## src/rtl/ifu_fetch.sv

```systemverilog
// -----------------------------------------------------------------------------
// ifu_fetch -- instruction fetch stage for the multi-cycle core
//
// Holds the architectural PC and fetches one instruction at a time over a
// valid/ready request bus with an always-accepted response channel. The
// fetched word is handed to the IDU. The stage then waits for the next PC from
// the execute/write-back path before it fetches again, so only one instruction
// is ever in flight.
//
// Ports
//   clk            clock, all state updates on the rising edge
//   rst            asynchronous active-low reset
//   mem_req_valid  fetch request valid (registered)
//   mem_req_ready  memory accepts the request
//   mem_req_addr   fetch address, always equal to pc
//   mem_rsp_valid  response valid; only consumed while waiting for one
//   mem_rsp_data   fetched instruction word
//   mem_rsp_err    bus error flag for this response
//   inst_valid     instruction to IDU valid (registered)
//   inst_ready     IDU accepts the instruction
//   inst           instruction word handed to the IDU
//   inst_pc        PC of inst
//   fetch_err      qualifies inst: misaligned PC or bus error
//   npc_valid      one-cycle pulse carrying the next PC
//   npc            next PC value (stored unmasked)
//   pc             current architectural PC
// -----------------------------------------------------------------------------
module ifu_fetch #(
    parameter int unsigned      WIDTH           = 32,
    parameter logic [WIDTH-1:0] RESET_PC        = 32'h8000_0000,
    // Enables the simulation-only bus protocol assertions.
    parameter bit               PROTOCOL_CHECKS = 1'b1
) (
    input  logic             clk,
    input  logic             rst,
    output logic             mem_req_valid,
    input  logic             mem_req_ready,
    output logic [WIDTH-1:0] mem_req_addr,
    input  logic             mem_rsp_valid,
    input  logic [31:0]      mem_rsp_data,
    input  logic             mem_rsp_err,
    output logic             inst_valid,
    input  logic             inst_ready,
    output logic [31:0]      inst,
    output logic [WIDTH-1:0] inst_pc,
    output logic             fetch_err,
    input  logic             npc_valid,
    input  logic [WIDTH-1:0] npc,
    output logic [WIDTH-1:0] pc
);

    typedef enum logic [1:0] {
        ST_REQ  = 2'd0,   // issue the bus request (or flag a misaligned PC)
        ST_WAIT = 2'd1,   // request accepted, waiting for the response
        ST_OUT  = 2'd2,   // instruction presented to the IDU
        ST_NPC  = 2'd3    // waiting for the next PC
    } state_t;

    state_t           state_reg;
    logic [WIDTH-1:0] pc_reg;
    logic [WIDTH-1:0] inst_pc_reg;
    logic [31:0]      inst_reg;
    logic             fetch_err_reg;
    logic             req_valid_reg;
    logic             inst_valid_reg;
    logic             pc_misaligned;

    assign pc_misaligned = (pc_reg[1:0] != 2'b00);

    // Both handshake outputs are flops rather than state decodes, so reset
    // clears them at once and no input reaches them combinationally. After
    // reset the request therefore appears one cycle after release; when
    // arriving from ST_NPC the flag is preloaded so no bubble is inserted.
    always_ff @(posedge clk or negedge rst) begin
        if (!rst) begin
            state_reg      <= ST_REQ;
            pc_reg         <= RESET_PC;
            inst_reg       <= 32'h0;
            inst_pc_reg    <= '0;
            fetch_err_reg  <= 1'b0;
            req_valid_reg  <= 1'b0;
            inst_valid_reg <= 1'b0;
        end else begin
            case (state_reg)
                ST_REQ: begin
                    if (pc_misaligned) begin
                        // Never put a misaligned address on the bus; report
                        // the fault to the IDU as a zero instruction instead.
                        inst_reg       <= 32'h0;
                        inst_pc_reg    <= pc_reg;
                        fetch_err_reg  <= 1'b1;
                        req_valid_reg  <= 1'b0;
                        inst_valid_reg <= 1'b1;
                        state_reg      <= ST_OUT;
                    end else if (req_valid_reg && mem_req_ready) begin
                        req_valid_reg <= 1'b0;
                        state_reg     <= ST_WAIT;
                    end else begin
                        req_valid_reg <= 1'b1;
                    end
                end
                ST_WAIT: begin
                    if (mem_rsp_valid) begin
                        inst_reg       <= mem_rsp_data;
                        inst_pc_reg    <= pc_reg;
                        fetch_err_reg  <= mem_rsp_err;
                        inst_valid_reg <= 1'b1;
                        state_reg      <= ST_OUT;
                    end
                end
                ST_OUT: begin
                    if (inst_ready) begin
                        inst_valid_reg <= 1'b0;
                        state_reg      <= ST_NPC;
                    end
                end
                ST_NPC: begin
                    if (npc_valid) begin
                        pc_reg        <= npc;
                        req_valid_reg <= (npc[1:0] == 2'b00);
                        state_reg     <= ST_REQ;
                    end
                end
                default: begin
                    state_reg <= ST_REQ;
                end
            endcase
        end
    end

    assign mem_req_valid = req_valid_reg;
    assign mem_req_addr  = pc_reg;
    assign inst_valid    = inst_valid_reg;
    assign inst          = inst_reg;
    assign inst_pc       = inst_pc_reg;
    assign fetch_err     = fetch_err_reg;
    assign pc            = pc_reg;

    // Protocol checks: a next-PC pulse outside ST_NPC and a response outside
    // ST_WAIT are both dropped by the FSM, but they indicate a broken
    // neighbour, so flag them in simulation.
    generate
        if (PROTOCOL_CHECKS) begin : g_checks
            a_npc_only_in_npc: assert property (
                @(posedge clk) disable iff (!rst)
                npc_valid |-> (state_reg == ST_NPC));
            a_rsp_only_in_wait: assert property (
                @(posedge clk) disable iff (!rst)
                mem_rsp_valid |-> (state_reg == ST_WAIT));
            a_req_held: assert property (
                @(posedge clk) disable iff (!rst)
                (mem_req_valid && !mem_req_ready) |=>
                    (mem_req_valid && $stable(mem_req_addr)));
        end
    endgenerate

endmodule

```

## config.mk

```make
export PLATFORM = sky130hd
export DESIGN_NAME = ifu_fetch
export DESIGN_NICKNAME = d
export VERILOG_FILES = /design/src/rtl/ifu_fetch.sv
export SDC_FILE = /design/constraint.sdc
export NUM_CORES = 1
export LEC_CHECK = 0
export CELL_PAD_IN_SITES_DETAIL_PLACEMENT = 0
export CELL_PAD_IN_SITES_GLOBAL_PLACEMENT = 1
export CORE_MARGIN = 4
export CORE_UTILIZATION = 34
export DETAILED_ROUTE_END_ITERATION = 8
export HOLD_SLACK_MARGIN = 0.15
export PLACE_DENSITY_LB_ADDON = 0.15
export SYNTH_ARGS = -nofsm -noshare
export SYNTH_HDL_FRONTEND = slang
export SYNTH_SLANG_ARGS = --single-unit
```

## constraint.sdc

```tcl
create_clock -name clk -period 4.8 [get_ports clk]
set_clock_uncertainty 0.15 [all_clocks]
set_input_delay 0.72 -clock clk [delete_from_list [all_inputs] [get_ports clk]]
set_output_delay 0.72 -clock clk [all_outputs]
set_load 0.03 [all_outputs]
```

Fig. 1: metal 3
Scale: 4 px per µm.
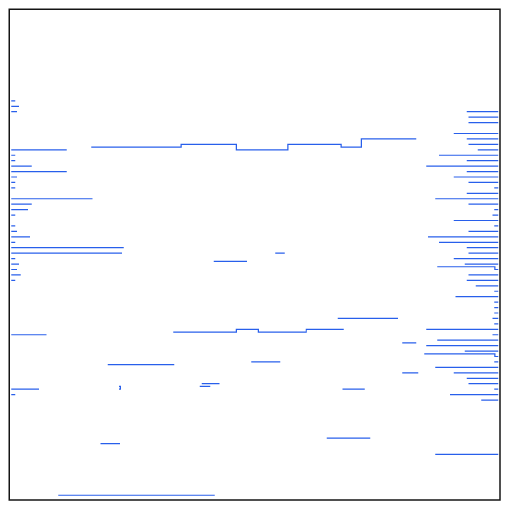
- wire length on this layer: 843 µm
- nets with wire on the layer: 91
- share of all routed wire: 7.4%
- main direction: horizontal
- longest straight run: 38.9 µm

Fig. 2: drive-strength map
Scale: 3 px per µm.
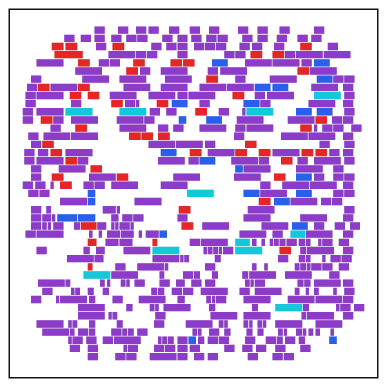
- blue: _3 and _4 cells (cells 26; most used mux2_4)
- cyan: _6 and larger (cells 11; most used clkbuf_16)
- red: _2 cells (cells 52; most used mux2_2)
- purple: _0 and _1 cells (cells 430; most used clkdlybuf4s50_1)

Fig. 3: logic cells by family
Scale: 3 px per µm.
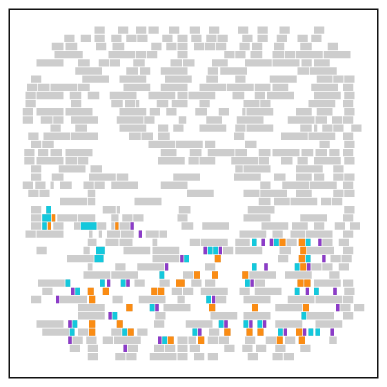
- orange: NAND gates (cells 36; most used nand4_1)
- cyan: inverting AOI/OAI gates (cells 38; most used o21ai_0)
- purple: inverters (cells 34; most used inv_1; where a horizontal strip, bottom)

Fig. 4: track usage over the die
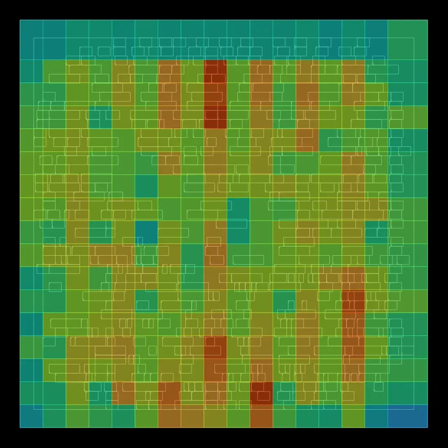
met2 Usage GRT: 0.259
GR Util All Layers: 0.154

-- Yosys cell counts, types with 2 or more instances --
cell type,count
buf_1,3
buf_2,6
buf_4,33
buf_6,2
clkbuf_1,6
clkbuf_2,3
dfrtp_1,100
ha_1,6
inv_1,34
mux2_2,47
mux2_4,17
mux2i_1,4
nand2_1,3
nand4_1,32
nor2_1,5
nor2b_1,2
o21a_1,2
o21ai_0,17
o21ai_1,16
o41ai_1,2
-- final cells by class --
| class | instances | area share |
|---|---|---|
| sequential | 101 | 0.381 |
| timing repair buffer | 207 | 0.310 |
| multi-input combinational | 161 | 0.216 |
| clock buffer | 14 | 0.0398 |
| tap | 172 | 0.0325 |
| inverter | 34 | 0.0192 |
| clock inverter | 2 | 0.00151 |
==> qor.yml <==
logic_family: "multiplexers"
yosys.area.top_type: "dfrtp_1"
multiInputGateArea_mm2: 0.00143
busiest_layer: "met2"
leakage_nw: 2.76
route.met2.wl_um: 5840
yosys_warnings: 0
cp.required_ns: 4.88
clock-root-buffer: "clkbuf_16"
ctsLongestPathBuffers: 2
setup_viol: 0
io_pins: 202
tightest_slew_ns: 1.10
drt-vias-per-instance: 4.61
vias: 3186
rows: 41
warnings: 31
intPower_mw: 3.11
cts.clk_slew.worst_paths_ns: 0.06
setup_slack_ns: 2.21
synth_chip_area_mm2: 0.00444
syn_to_final_growth_pct: 49.2
status: "complete, no violations"
path_buffers: 3
crit_cells: 6
fin_crit_sh: 0.540
min_period_ns: 2.59
drive_gt1_frac: 0.171
top_cells_by_area: "dfrtp_1 56%, mux2_2 12%, mux2_4 5.7%"
wl_met3_um: 842
worst_path_most_repeated_cell: "buf_4"
max-slew-margin-rel: 0.268
worstSetupPathType: "input port to register"
maxCapViolations: 0
ys_cells: 350
antenna_cells: 0
ff2ff_setup_slack_ns: 2.35
gp_congestion: 0.756
grt-ovfl-total: 0
grt_antenna_before_repair: 0
final_common_cell: "clkdlybuf4s50_1"
hold_ws_ns: 0.291
dp_slack_ns: 1.85
pg_clk_mw: 0.673
worstPathMaxFanout: 39
syn_inst: 350
cts_resized: 0
swShare: 0.432
